File: src/rtl/adder_arbiter.sv
// -----------------------------------------------------------------------------
// adder_arbiter
//   Two requesters (0 = fetch PC+4, 1 = branch target) share one adder. The
//   single-entry result register accepts one operand pair per cycle and
//   reports a wrapped two's-complement sum plus a signed-overflow flag.
//
//   Contention policy is selected at build time:
//     ADDER_ARB_RR_EN defined   -> round-robin. The last requester served
//                                  loses the next contest.
//     ADDER_ARB_RR_EN undefined -> fixed priority. Requester 1 always wins.
//
// Parameters
//   DATA_W      operand / result width in bits
//
// Ports
//   Clk         rising-edge clock
//   Rst         synchronous active-high reset
//   req0_valid  requester 0 has operands pending
//   req0_a/_b   requester 0 operands (two's complement)
//   req0_ready  requester 0 operands accepted this cycle
//   req1_valid  requester 1 has operands pending
//   req1_a/_b   requester 1 operands (two's complement)
//   req1_ready  requester 1 operands accepted this cycle
//   res_valid   result register occupied
//   res_id      requester that owns the result
//   res_data    registered sum
//   res_ovf     registered signed-overflow flag
//   res_ready   consumer takes the result this cycle
// -----------------------------------------------------------------------------
module adder_arbiter #(
  parameter int DATA_W = 32
) (
  input  logic              Clk,
  input  logic              Rst,
  input  logic              req0_valid,
  input  logic [DATA_W-1:0] req0_a,
  input  logic [DATA_W-1:0] req0_b,
  output logic              req0_ready,
  input  logic              req1_valid,
  input  logic [DATA_W-1:0] req1_a,
  input  logic [DATA_W-1:0] req1_b,
  output logic              req1_ready,
  output logic              res_valid,
  output logic              res_id,
  output logic [DATA_W-1:0] res_data,
  output logic              res_ovf,
  input  logic              res_ready
);

  typedef enum logic {EMPTY = 1'b0, FULL = 1'b1} state_t;

  // Signed overflow: operands agree in sign but the wrapped sum does not.
  function automatic logic add_ovf(input logic signed [DATA_W-1:0] a,
                                   input logic signed [DATA_W-1:0] b,
                                   input logic signed [DATA_W-1:0] s);
    return (a[DATA_W-1] == b[DATA_W-1]) && (s[DATA_W-1] != a[DATA_W-1]);
  endfunction

  state_t                    state_q, state_d;
  logic                      res_id_q, res_id_d;
  logic signed [DATA_W-1:0]  res_data_q, res_data_d;
  logic                      res_ovf_q, res_ovf_d;

  logic                      free;
  logic                      grant;
  logic                      xfer;
  logic signed [DATA_W-1:0]  op_a;
  logic signed [DATA_W-1:0]  op_b;
  logic signed [DATA_W-1:0]  sum;

`ifdef ADDER_ARB_RR_EN
  logic                      last_grant_q, last_grant_d;
`endif

  // Grant selection: a lone requester always wins; contests follow the
  // configured policy.
  always_comb begin
    grant = 1'b0;
    if (req0_valid && req1_valid) begin
`ifdef ADDER_ARB_RR_EN
      grant = ~last_grant_q;
`else
      grant = 1'b1;
`endif
    end else if (req1_valid) begin
      grant = 1'b1;
    end
  end

  // Slot is free when empty or being drained this cycle. Reset blocks any
  // handshake so nothing is accepted in a reset cycle.
  always_comb begin
    free       = (state_q == EMPTY) || res_ready;
    req0_ready = !Rst && free && req0_valid && !grant;
    req1_ready = !Rst && free && req1_valid &&  grant;
    xfer       = req0_ready || req1_ready;
  end

  // Shared adder, operands muxed by the grant.
  always_comb begin
    op_a = grant ? signed'(req1_a) : signed'(req0_a);
    op_b = grant ? signed'(req1_b) : signed'(req0_b);
    sum  = op_a + op_b;
  end

  // Next-state / result update
  always_comb begin
    state_d    = state_q;
    res_id_d   = res_id_q;
    res_data_d = res_data_q;
    res_ovf_d  = res_ovf_q;
    if (xfer) begin
      state_d    = FULL;
      res_id_d   = grant;
      res_data_d = sum;
      res_ovf_d  = add_ovf(op_a, op_b, sum);
    end else if (res_ready) begin
      // Drain: data/id/ovf keep their last values.
      state_d    = EMPTY;
    end
  end

`ifdef ADDER_ARB_RR_EN
  always_comb begin
    last_grant_d = last_grant_q;
    if (xfer) begin
      last_grant_d = grant;
    end
  end

  // last_grant resets to 1 so requester 0 wins the first contest.
  always_ff @(posedge Clk) begin
    if (Rst) begin
      last_grant_q <= 1'b1;
    end else begin
      last_grant_q <= last_grant_d;
    end
  end
`endif

  // Result register stage
  always_ff @(posedge Clk) begin
    if (Rst) begin
      state_q    <= EMPTY;
      res_id_q   <= 1'b0;
      res_data_q <= '0;
      res_ovf_q  <= 1'b0;
    end else begin
      state_q    <= state_d;
      res_id_q   <= res_id_d;
      res_data_q <= res_data_d;
      res_ovf_q  <= res_ovf_d;
    end
  end

  assign res_valid = (state_q == FULL);
  assign res_id    = res_id_q;
  assign res_data  = res_data_q;
  assign res_ovf   = res_ovf_q;

endmodule

File: config.mk
export PLATFORM = sky130hd
export DESIGN_NAME = adder_arbiter
export DESIGN_NICKNAME = d
export VERILOG_FILES = /design/src/rtl/adder_arbiter.sv
export SDC_FILE = /design/constraint.sdc
export NUM_CORES = 1
export LEC_CHECK = 0
export CAP_MARGIN = 30
export CORE_ASPECT_RATIO = 0.6
export CORE_MARGIN = 4
export CORE_UTILIZATION = 46
export CTS_CLUSTER_SIZE = 28
export DETAILED_ROUTE_END_ITERATION = 8
export MAX_ROUTING_LAYER = met4
export PLACE_DENSITY = 0.88
export SYNTH_ARGS = -nofsm -noshare
export SYNTH_HDL_FRONTEND = slang
export SYNTH_SLANG_ARGS = --single-unit
File: constraint.sdc
create_clock -name Clk -period 6.9 [get_ports Clk]
set_input_delay 0.69 -clock Clk [delete_from_list [all_inputs] [get_ports Clk]]
set_output_delay 0.69 -clock Clk [all_outputs]
set_load 0.05 [all_outputs]
**Run 1: gate families picked out**

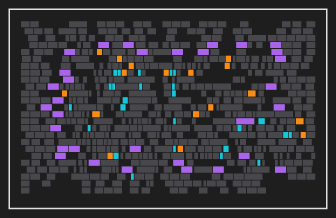
[nor cells] cyan | cells: 25 | most used: nor2_1
[fa/ha/maj cells] purple | cells: 32 | most used: ha_1 | where: spread over the die
[and/or cells] orange | cells: 17 | most used: and2_1
most common cell after layout, fill and taps aside: clkdlybuf4s50_1
fraction of area in multi-input gates: 51.6%
Layout Cells excl Fill: 707

**Run 1: zoomed window**

The bar under the picture is 10 um long. Window x 19 to 44, y 7 to 32 um. Cells in grey, sequential cells in the stronger grey; small squares are vias.
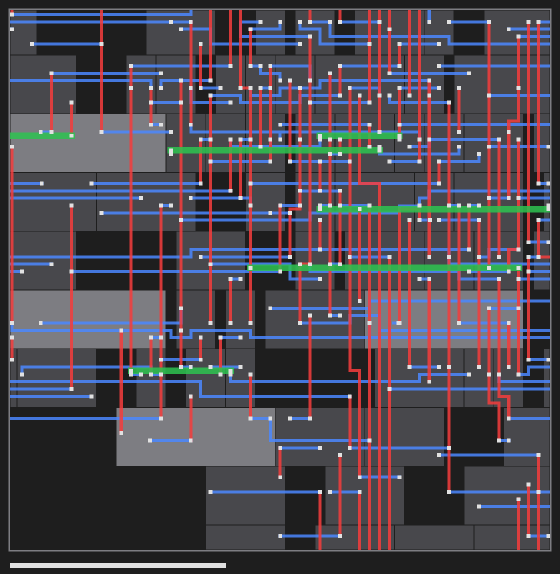
[M1] blue
[M3] green
[M2] red
cells with their middle in the window: 57
most frequent: nand2_1 (11), a21oi_1 (9), clkdlybuf4s50_1 (8)
netlist names of flops here include: res_data (4)
sequential cells in the window: 4

**Run 1: the metal 3 layer**

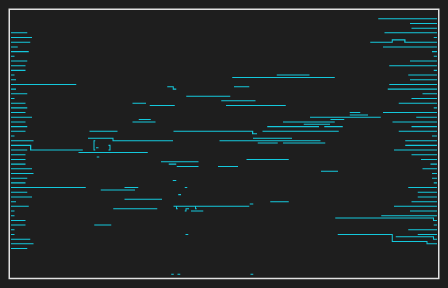
nets with wire on the layer: 139
longest straight run: 29.4 um
wire length on this layer: 1,100 um
met3 Track Usage GR: 4.44%
WL final: 12,100 um
DR vias: 4,059

[run 1: state kept, by name (all words and copies together), names as in the netlist]
| register | cells |
|---|---|
| res_data | 32 |
| res_id | 1 |
| res_ovf | 1 |
| res_valid | 1 |
[run 1: worst reg2reg max path: stages, from the launching register on]
cell	delay, ps
dfxtp_1	310
nand2b_1	130
nor2b_1	350
o21a_1	670
nand4_1	180
o311a_1	150
nand3_1	90
[run 1: per-layer routing]
metal | GRT usage, % | up-vias | share of wire, %
met2 | 39.5 | 208 | 44
met1 | 33.0 | 1890 | 46
met4 | 3.61 | 0 | 0.95
met3 | 4.44 | 12 | 9.1
met5 | - | - | 0
li1 | - | 1949 | -
[run 1: path summary, 6_finish.rpt]
path | to | cells after the start
max | res_ovf | 12
min reg2reg | res_data[9] | 2
min | res_data[9] | 2
max reg2reg | res_data[26] | 6
==> reports/metrics.csv, run 1 <==
metric,value,unit
status,completed,
cp_cell_sequence,"buf_2, buf_4, mux2_2, ha_1, a21o_1, a2111oi_0, a211oi_1, a31oi_1, nand2_1, o21a_1, o21ai_1, nand2_1",
power_clock,0.300,mW
fp_nets,608,
die_h,77.7,um
fillers,614,
report.final.hold_viol_count,0,
power.switching,0.472,mW
ys_seq_share,18.8,%
inverters,4,
place.gp.congestion,0.854,
n_all_buffers,172,
dieWidth,124,um
p_comb_share,53.3,%
powerComb,0.635,mW
io_pins,170,
maxSlewViolCount,0,
avgRoutedWirePerCell,17.2,um
reg2reg_slack,4960,ps
numCtsBuffers,5,
ys_sh_simple,17.3,%
drc_errors,0,
crit_buf_inv,2,
max_clock_freq,248,MHz
placed_area,0.00549,mm2
numSynthFlops,35,
overflow,0,
power_density,210,mW/mm2
tapCellCount,108,
==> inputs of run 2 (changes only) <==
--- a/config.mk
+++ b/config.mk
@@ -8,11 +8,11 @@
 export CAP_MARGIN = 30
 export CORE_ASPECT_RATIO = 0.6
 export CORE_MARGIN = 4
-export CORE_UTILIZATION = 46
+export CORE_UTILIZATION = 43
 export CTS_CLUSTER_SIZE = 28
 export DETAILED_ROUTE_END_ITERATION = 8
 export MAX_ROUTING_LAYER = met4
-export PLACE_DENSITY = 0.88
+export PLACE_DENSITY = 0.83
 export SYNTH_ARGS = -nofsm -noshare
 export SYNTH_HDL_FRONTEND = slang
 export SYNTH_SLANG_ARGS = --single-unit
==> constraint.sdc (replaced) <==
create_clock -name Clk -period 3.95 [get_ports Clk]
set_input_delay 0.395 -clock Clk [delete_from_list [all_inputs] [get_ports Clk]]
set_output_delay 0.395 -clock Clk [all_outputs]
set_load 0.05 [all_outputs]
==> run 2 against run 1 <==
Against the previous run:
- non-clock buffer count grew 1
- sequential share of layout area about the same
- worst hold slack better by 0.91 ps
- clock skew up 4.1 ps
- global-route usage shrank 0.094 points
==> reports/metrics.csv, run 2 <==
metric,value,unit,change
status,completed,,
report.final.hold_viol_count,0,,unchanged
numCtsBuffers,5,,unchanged
die_h,80.1,um,+3.1%
place.gp.congestion,0.941,,+10%
top_layer,met4,,
power-top-group,combinational logic,,
ys_seq_share,18.8,%,unchanged
power.switching,0.829,mW,+76%
wl_met3,1070,um,-3.1%
n_all_buffers,173,,+0.58%
wirelength,12800,um,+5.2%
cts_tree,built,,
nonClkBufAreaFrac,30.5,%,
finalCritPeriodShare,82.0,%,
maxSlewViolCount,0,,unchanged
power_density,352,mW/mm2,+68%
largest_reg_flops,32,,unchanged
tapCellCount,108,,unchanged
cts_resized,0,,
power_clock,0.422,mW,+41%
crit_buf_inv,1,,-1
placed_area,0.00551,mm2,+0.36%
cpMostUsedCell,o21ai_4,,
numSynthFlops,35,,unchanged
final_common_cell,clkdlybuf4s50_1,,
path_clk_slew,60,ps,
max_clock_freq,309,MHz,
drc_errors,0,,unchanged
fillers,645,,+5.0%
powerComb,1.12,mW,+76%
inverters,4,,unchanged
wl_met2,5550,um,+3.7%
cp_cell_sequence,"clkdlybuf4s50_1, mux2_2, ha_1, fa_1, a21o_1, a221oi_2, o21ai_4, a21oi_4, o21ai_4, a21oi_2, xor2_1, o21ai_1",,
grt_busiest_layer,met2,,
ys_async_sr_fraction,0,%,
overflow,0,,unchanged
num_vias,4073,,+0.34%
grt_util_met2,38.3,%,-1.2 points
rsz0062_at_grt,false,,
dieWidth,128,um,+3.2%
[run 2: netlist changes by cell type in the layout (fill, tap and decap cells not counted), sizes merged]
| cell | change |
|---|---|
| clkinvlp | -1 |
| bufinv | -2 |
| buf | +1 |
| clkbuf | +3 |
[run 2: final timing paths]
path | startpoint | slack, ps | cells past startpoint | to
hold reg to reg | res_data[8] | 450 | 2 | res_data[8]
setup reg to reg | res_valid | 2050 | 6 | res_data[26]
setup / recovery | req1_a[0] | 710 | 12 | res_data[22]
hold / removal | res_data[8] | 450 | 2 | res_data[8]
[run 2: logic make-up after synthesis]
family	Yosys count	synth area share, %
AND-OR/OR-AND	130	24.0
AND/OR/NAND/NOR	125	17.3
multiplexers	62	18.8
flip-flops	35	18.8
adder cells (fa/ha/maj)	32	11.0
XOR/XNOR	31	7.29
buffers and inverters	28	2.82
**Run 2: gate families picked out**

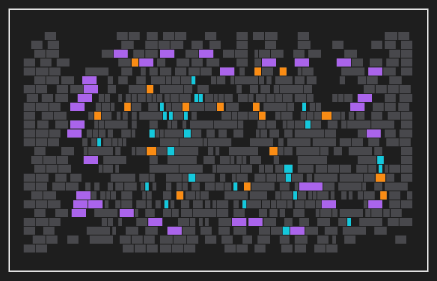
[nor cells] cyan | cells: 25 | most used: nor2_1
[and/or cells] orange | cells: 17 | most used: and2_1
[fa/ha/maj cells] purple | cells: 32 | most used: ha_1 | where: spread over the die
Layout Cells excl Fill: 708
fraction of area in multi-input gates: 51.7%

**Run 2: routing congestion**

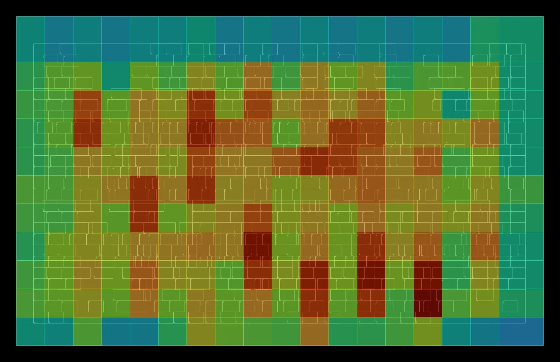
final core utilization: 69.7%
GRT Total Usage: 24.5%
met3 Track Usage GR: 5.58%
post-DR wirelength/cell: 18.0 um

**Run 2: zoomed window**

The bar under the picture is 10 um long. Window x 20 to 45, y 8 to 33 um. Cells in grey, sequential cells in the stronger grey; small squares are vias.
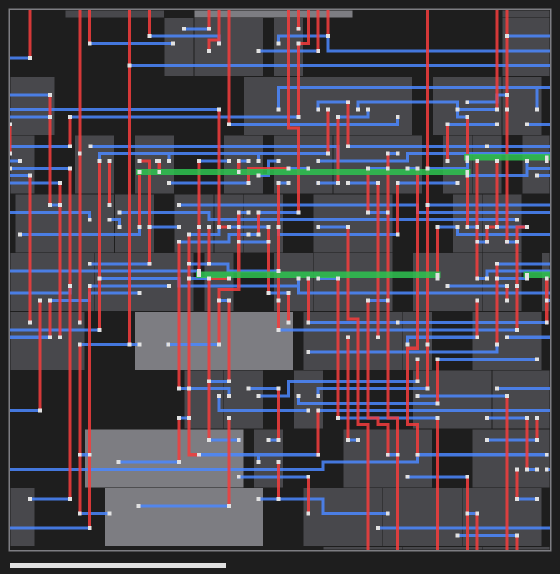
[M2] red
[M3] green
[M1] blue
netlist names of flops here include: res_data (3)
cells with their middle in the window: 48
most frequent: nand2_1 (9), a21oi_1 (8), clkdlybuf4s50_1 (7)
sequential cells in the window: 3

Power figures rest on the tool's default switching activity, not on a simulated workload.
